File: config.mk
export PLATFORM = sky130hd
export DESIGN_NAME = csi_lane_distributor_flat
export DESIGN_NICKNAME = d
export VERILOG_FILES = /design/src/rtl/csi_param_pkg.sv /design/src/rtl/csi_typedef_pkg.sv /design/src/rtl/csi_lane_distributor_if.sv /design/src/rtl/csi_byte_packer.sv /design/src/rtl/csi_lane_distributor.sv /design/src/flat_wrapper.sv
export SDC_FILE = /design/constraint.sdc
export NUM_CORES = 1
export LEC_CHECK = 0
export CAP_MARGIN = 20
export CORE_MARGIN = 2
export CORE_UTILIZATION = 35
export CTS_CLUSTER_DIAMETER = 50
export CTS_CLUSTER_SIZE = 25
export DETAILED_ROUTE_END_ITERATION = 6
export SKIP_CTS_REPAIR_TIMING = 1
export SLEW_MARGIN = 20
export SYNTH_ARGS = -nofsm -noshare
export SYNTH_HDL_FRONTEND = slang
export SYNTH_SLANG_ARGS = --single-unit
File: constraint.sdc
create_clock -name hs_tx_word_clk -period 2.79 [get_ports hs_tx_word_clk]
set_clock_uncertainty 0.2 [all_clocks]
set_input_delay 0.558 -clock hs_tx_word_clk [delete_from_list [all_inputs] [get_ports hs_tx_word_clk]]
set_output_delay 0.558 -clock hs_tx_word_clk [all_outputs]
set_load 0.03 [all_outputs]
File: src/rtl/csi_param_pkg.sv
// Lane-count parameter shared by every block of the CSI-2 TX lane path.
package csi_param_pkg;
  localparam int N_DATA_LANES = 4;
endpackage

File: src/rtl/csi_typedef_pkg.sv
// Lane-word type and lane-distributor state encoding.
package csi_typedef_pkg;
  import csi_param_pkg::*;

  // Element i is the byte carried on data lane i.
  typedef logic [N_DATA_LANES-1:0][7:0] t_data_lane_bus;

  typedef enum logic [2:0] {IDLE, COLLECT, FLUSH, REQ, DROP} t_lane_dist_state;
endpackage

File: src/rtl/csi_lane_distributor_if.sv
// Byte-stream handshake carrying formatted CSI-2 packets into the distributor.
interface csi_lane_distributor_if;
  logic       in_valid;
  logic       in_ready;
  logic [7:0] in_data;
  logic       in_sop;
  logic       in_eop;

  modport master (output in_valid, in_data, in_sop, in_eop, input in_ready);
  modport slave  (input in_valid, in_data, in_sop, in_eop, output in_ready);
endinterface

File: src/rtl/csi_byte_packer.sv
// Packs accepted bytes into lane words (byte k -> lane k mod N) and holds each
// finished word until the TX FIFO takes it.
module csi_byte_packer
  import csi_param_pkg::*;
  import csi_typedef_pkg::*;
#(
  parameter logic [7:0] FILLER_BYTE = 8'h00,
  parameter int         CNT_W       = 16
) (
  input  logic             clk,
  input  logic             rst_n,
  input  logic             byte_en_i,
  input  logic             start_i,
  input  logic             flush_i,
  input  logic [7:0]       byte_i,
  input  logic             fifo_full_i,
  output logic             fifo_push_o,
  output t_data_lane_bus   fifo_data_o,
  output logic             word_done_o,
  output logic [CNT_W-1:0] word_cnt_o
);
  localparam int                SLOT_W    = (N_DATA_LANES > 1) ? $clog2(N_DATA_LANES) : 1;
  localparam logic [SLOT_W-1:0] LAST_SLOT = SLOT_W'(N_DATA_LANES - 1);

  logic [SLOT_W-1:0] slot_q, slot_d;
  t_data_lane_bus    acc_q, acc_d, out_q, out_d, assembled;
  logic              pending_q, pending_d;
  logic [CNT_W-1:0]  cnt_q, cnt_d;

  // NOTE: every always_comb target gets a default first so no latch is inferred.
  always_comb begin
    assembled = {N_DATA_LANES{FILLER_BYTE}};
    for (int i = 0; i < N_DATA_LANES; i++) begin
      if (SLOT_W'(i) == slot_q)     assembled[i] = byte_i;
      else if (SLOT_W'(i) < slot_q) assembled[i] = acc_q[i];
    end
  end

  always_comb begin
    slot_d    = slot_q;
    acc_d     = acc_q;
    out_d     = out_q;
    cnt_d     = cnt_q;
    pending_d = pending_q && fifo_full_i;
    if (byte_en_i) begin
      acc_d[slot_q] = byte_i;
      if (start_i) cnt_d = '0;
      // A word closes on the last lane or on the packet's final byte (padded).
      if (slot_q == LAST_SLOT || flush_i) begin
        out_d     = assembled;
        pending_d = 1'b1;
        slot_d    = '0;
        cnt_d     = cnt_d + 1'b1;
      end else begin
        slot_d = slot_q + 1'b1;
      end
    end
  end

  // NOTE: sequential state uses <= so every flop samples the pre-edge values.
  always_ff @(posedge clk or negedge rst_n) begin
    if (!rst_n) begin
      slot_q    <= '0;
      acc_q     <= '0;
      out_q     <= '0;
      pending_q <= 1'b0;
      cnt_q     <= '0;
    end else begin
      slot_q    <= slot_d;
      acc_q     <= acc_d;
      out_q     <= out_d;
      pending_q <= pending_d;
      cnt_q     <= cnt_d;
    end
  end

  assign fifo_push_o = pending_q && !fifo_full_i;
  assign fifo_data_o = out_q;
  assign word_done_o = !(pending_q && fifo_full_i);
  assign word_cnt_o  = cnt_q;
endmodule

File: src/rtl/csi_lane_distributor.sv
// CSI-2 TX lane distributor: round-robins packet bytes onto the D-PHY lanes and
// issues one APPI burst request per packet.
module csi_lane_distributor
  import csi_param_pkg::*;
  import csi_typedef_pkg::*;
#(
  parameter int         MAX_BURST_BYTES = 4096,
  parameter logic [7:0] FILLER_BYTE     = 8'h00,
  parameter int         BURST_W         = 16
) (
  input  logic                   hs_tx_word_clk,
  input  logic                   rst_n,
  csi_lane_distributor_if.slave  in_if,
  output logic                   fifo_push,
  output t_data_lane_bus         fifo_data,
  input  logic                   fifo_full,
  output logic                   tx_request_hs,
  output logic [BURST_W-1:0]     burst_size,
  output logic                   err_framing,
  output logic                   err_overflow
);
  localparam logic [BURST_W-1:0] MAX_BYTES = BURST_W'(MAX_BURST_BYTES);

  t_lane_dist_state   state_q, state_d;
  logic [BURST_W-1:0] byte_cnt_q, byte_cnt_d, byte_cnt_next;
  logic [BURST_W-1:0] burst_q, burst_d;
  logic               trunc_q, trunc_d;
  logic               run_q;
  logic               err_framing_q, err_framing_d;
  logic               err_overflow_q, err_overflow_d;
  logic               accept, last_byte, byte_en, start, word_done;
  logic [BURST_W-1:0] word_cnt;

  // run_q keeps in_ready low while reset is applied and for the first cycle after.
  assign in_if.in_ready = run_q && !fifo_full && (state_q inside {IDLE, COLLECT, DROP});
  assign accept         = in_if.in_valid && in_if.in_ready;
  assign byte_cnt_next  = (state_q == IDLE) ? BURST_W'(1) : byte_cnt_q + 1'b1;
  assign last_byte      = in_if.in_eop || (byte_cnt_next == MAX_BYTES);

  always_comb begin
    state_d        = state_q;
    byte_cnt_d     = byte_cnt_q;
    burst_d        = burst_q;
    trunc_d        = trunc_q;
    err_framing_d  = 1'b0;
    err_overflow_d = 1'b0;
    byte_en        = 1'b0;
    start          = 1'b0;
    case (state_q)
      IDLE: if (accept) begin
        if (in_if.in_sop) begin
          byte_en    = 1'b1;
          start      = 1'b1;
          byte_cnt_d = byte_cnt_next;
          trunc_d    = !in_if.in_eop;
          state_d    = last_byte ? FLUSH : COLLECT;
        end else begin
          err_framing_d = 1'b1;
        end
      end
      COLLECT: if (accept) begin
        byte_en       = 1'b1;
        byte_cnt_d    = byte_cnt_next;
        err_framing_d = in_if.in_sop;
        if (last_byte) begin
          trunc_d = !in_if.in_eop;
          state_d = FLUSH;
        end
      end
      FLUSH: if (word_done) begin
        burst_d = BURST_W'(word_cnt * N_DATA_LANES);
        state_d = REQ;
      end
      REQ: begin
        err_overflow_d = trunc_q;
        state_d        = trunc_q ? DROP : IDLE;
      end
      DROP: if (accept && in_if.in_eop) state_d = IDLE;
      default: state_d = IDLE;
    endcase
  end

  always_ff @(posedge hs_tx_word_clk or negedge rst_n) begin
    if (!rst_n) begin
      state_q        <= IDLE;
      byte_cnt_q     <= '0;
      burst_q        <= '0;
      trunc_q        <= 1'b0;
      run_q          <= 1'b0;
      err_framing_q  <= 1'b0;
      err_overflow_q <= 1'b0;
    end else begin
      state_q        <= state_d;
      byte_cnt_q     <= byte_cnt_d;
      burst_q        <= burst_d;
      trunc_q        <= trunc_d;
      run_q          <= 1'b1;
      err_framing_q  <= err_framing_d;
      err_overflow_q <= err_overflow_d;
    end
  end

  csi_byte_packer #(
    .FILLER_BYTE (FILLER_BYTE),
    .CNT_W       (BURST_W)
  ) u_packer (
    .clk         (hs_tx_word_clk),
    .rst_n       (rst_n),
    .byte_en_i   (byte_en),
    .start_i     (start),
    .flush_i     (last_byte),
    .byte_i      (in_if.in_data),
    .fifo_full_i (fifo_full),
    .fifo_push_o (fifo_push),
    .fifo_data_o (fifo_data),
    .word_done_o (word_done),
    .word_cnt_o  (word_cnt)
  );

  assign tx_request_hs = (state_q == REQ);
  assign burst_size    = burst_q;
  assign err_framing   = err_framing_q;
  assign err_overflow  = err_overflow_q;
endmodule

File: src/flat_wrapper.sv
// flat-port wrapper written by rule: the top's interface ports become plain ports
module csi_lane_distributor_flat import csi_param_pkg::*; import csi_typedef_pkg::*;
#(
  parameter int         MAX_BURST_BYTES = 4096,
  parameter logic [7:0] FILLER_BYTE     = 8'h00,
  parameter int         BURST_W         = 16
)
  (hs_tx_word_clk, rst_n, fifo_push, fifo_data, fifo_full, tx_request_hs, burst_size, err_framing, err_overflow, in_if_in_valid, in_if_in_data, in_if_in_sop, in_if_in_eop, in_if_in_ready);
  csi_lane_distributor_if in_if_i ();
  input  logic hs_tx_word_clk;
  input  logic rst_n;
  output logic fifo_push;
  output t_data_lane_bus fifo_data;
  input  logic fifo_full;
  output logic tx_request_hs;
  output logic [BURST_W-1:0] burst_size;
  output logic err_framing;
  output logic err_overflow;
  input wire logic [$bits(in_if_i.in_valid)-1:0] in_if_in_valid;
  input wire logic [$bits(in_if_i.in_data)-1:0] in_if_in_data;
  input wire logic [$bits(in_if_i.in_sop)-1:0] in_if_in_sop;
  input wire logic [$bits(in_if_i.in_eop)-1:0] in_if_in_eop;
  output wire logic [$bits(in_if_i.in_ready)-1:0] in_if_in_ready;
  assign in_if_i.in_valid = in_if_in_valid;
  assign in_if_i.in_data = in_if_in_data;
  assign in_if_i.in_sop = in_if_in_sop;
  assign in_if_i.in_eop = in_if_in_eop;
  assign in_if_in_ready = in_if_i.in_ready;
  csi_lane_distributor #(.MAX_BURST_BYTES(MAX_BURST_BYTES), .FILLER_BYTE(FILLER_BYTE), .BURST_W(BURST_W)) u_core (.hs_tx_word_clk(hs_tx_word_clk), .rst_n(rst_n), .in_if(in_if_i), .fifo_push(fifo_push), .fifo_data(fifo_data), .fifo_full(fifo_full), .tx_request_hs(tx_request_hs), .burst_size(burst_size), .err_framing(err_framing), .err_overflow(err_overflow));
endmodule
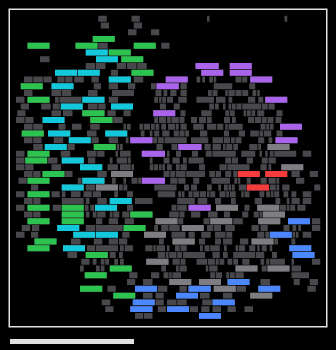
Fig. 1. Sequential cells coloured by netlist name.
The bar under the picture is 50 um long. Other sequential cells in the stronger grey, the rest of the logic in the fainter grey.
[u_core.state_q] red | flops: 3
[u_core.u_packer.acc_q] cyan | flops: 24
[u_core.byte_cnt_q] purple | flops: 16
[u_core.u_packer.fifo_data_o] green | flops: 32
[u_core.burst_size] blue | flops: 14
Finished Core Util: 0.4817
register area: 0.002758 mm2

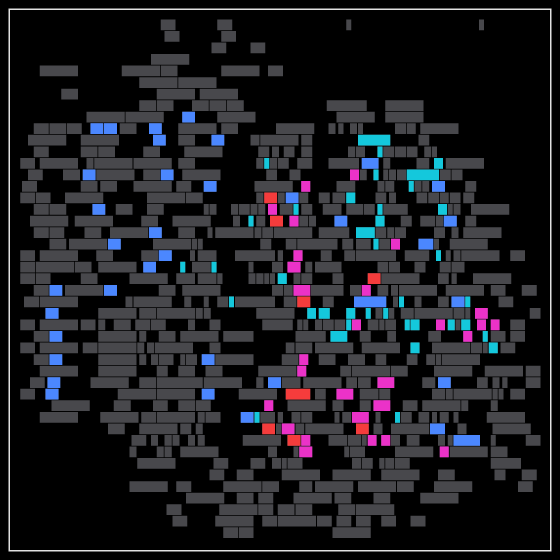
Fig. 2. Gate families picked out.
[nor cells] cyan | cells: 38 | most used: nor2_1
[and/or cells] magenta | cells: 28 | most used: and3_1
[xor and xnor cells] red | cells: 8 | most used: xor2_1
[non-inverting ao/oa cells] blue | cells: 36 | most used: a22o_1
multi-input logic portion of the cell area: 0.3530
fin cells: 801
most numerous logic cell after layout: dfrtp_1

==> results.ini <==
[yosys]
netlist_area_mm2=0.005316
synthArstFlopShare=1.000
ys_sh_mux=0.1306
avgSynthCellArea_um2=11.05
yosys.area_share.simple=0.1431
synthMostInstantiatedCell=dfrtp_1
area_leaders=dfrtp_1, mux2_2, a22o_1, nand2_1, a21oi_1
netlist_instances=481
yosysChipArea_mm2=0.005316
ys_top_logic_family=AND-OR/OR-AND gates
ys_seq_share=0.5178
flop_cell=dfrtp_1
common_cells=dfrtp_1, mux2_2, nand2_1
ys_sh_xor=0.01318
ys_ff=110

[pwr]
top_power_group=combinational cells
power_density_mw_per_mm2=874.8
p_clk_mw=1.34
vdd_drop_max_v=0.0007131
comb_power_share=0.411
power_switching_mw=2.319
pg_comb_mw=2.60
seq-power_mw=2.39
clock_power_share=0.212

[layout]
final_area_mm2=0.007242
inv_count=8
antenna_cells=0
layout_top_cells=dfrtp_1, buf_4, clkdlybuf4s50_1, mux2_2, nand2_1
drive_above_1_share=0.2969

[die]
chip_area_mm2=0.01619
core_area_mm2=0.01503
fp_util=0.3536
die.size.y_um=127.2

[worst_setup_path]
crit_buf_inv=4
arrival_ns=2.96
cp-start-kind=register
crit_path_end=u_core.u_packer.word_cnt_o[12]$_DFFE_PN0P_
cp-end-kind=register
r2r-start=u_core.byte_cnt_q[1]$_DFFE_PN0P_
startpoint=u_core.byte_cnt_q[1]$_DFFE_PN0P_

[timing]
fmaxAchievable_mhz=347.3
setup_viol=41
final.setup.worst_slack_ns=-0.08966
maxSlewViolCount=0
rsz0062_at_grt=true
fin_crit_ns=2.880

[grt]
overflow=0
gr-usage-met2=0.2774
grt_max_degree=58

[cts]
cts_sinks=110
worst_skew_pair.late_latency_ns=0.36
path_clk_slew_ns=0.08

[run_status]
violations=setup timing
status=finished with violations

[detailed_routing]
dr_wl_met3_um=533
wl_met1_mm=6.327

[placed_design]
place.gp.congestion=0.8596
dp.cells=772
dp_hpwl_mm=9.267
pre_cts_ws_ns=-0.1809

[worst_hold_path]
min_to=u_core.burst_size[15]$_DFFE_PN0P_
hold_class=reg2reg

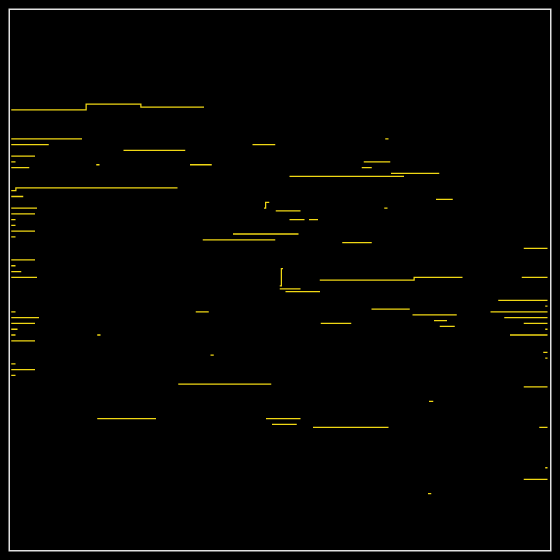
Fig. 3. M3 wires.
longest straight run: 38.0 um
nets with wire on the layer: 66
wire length on this layer: 534 um
vias: 4244
met3 usage: 0.04858
WL final: 13.58 mm

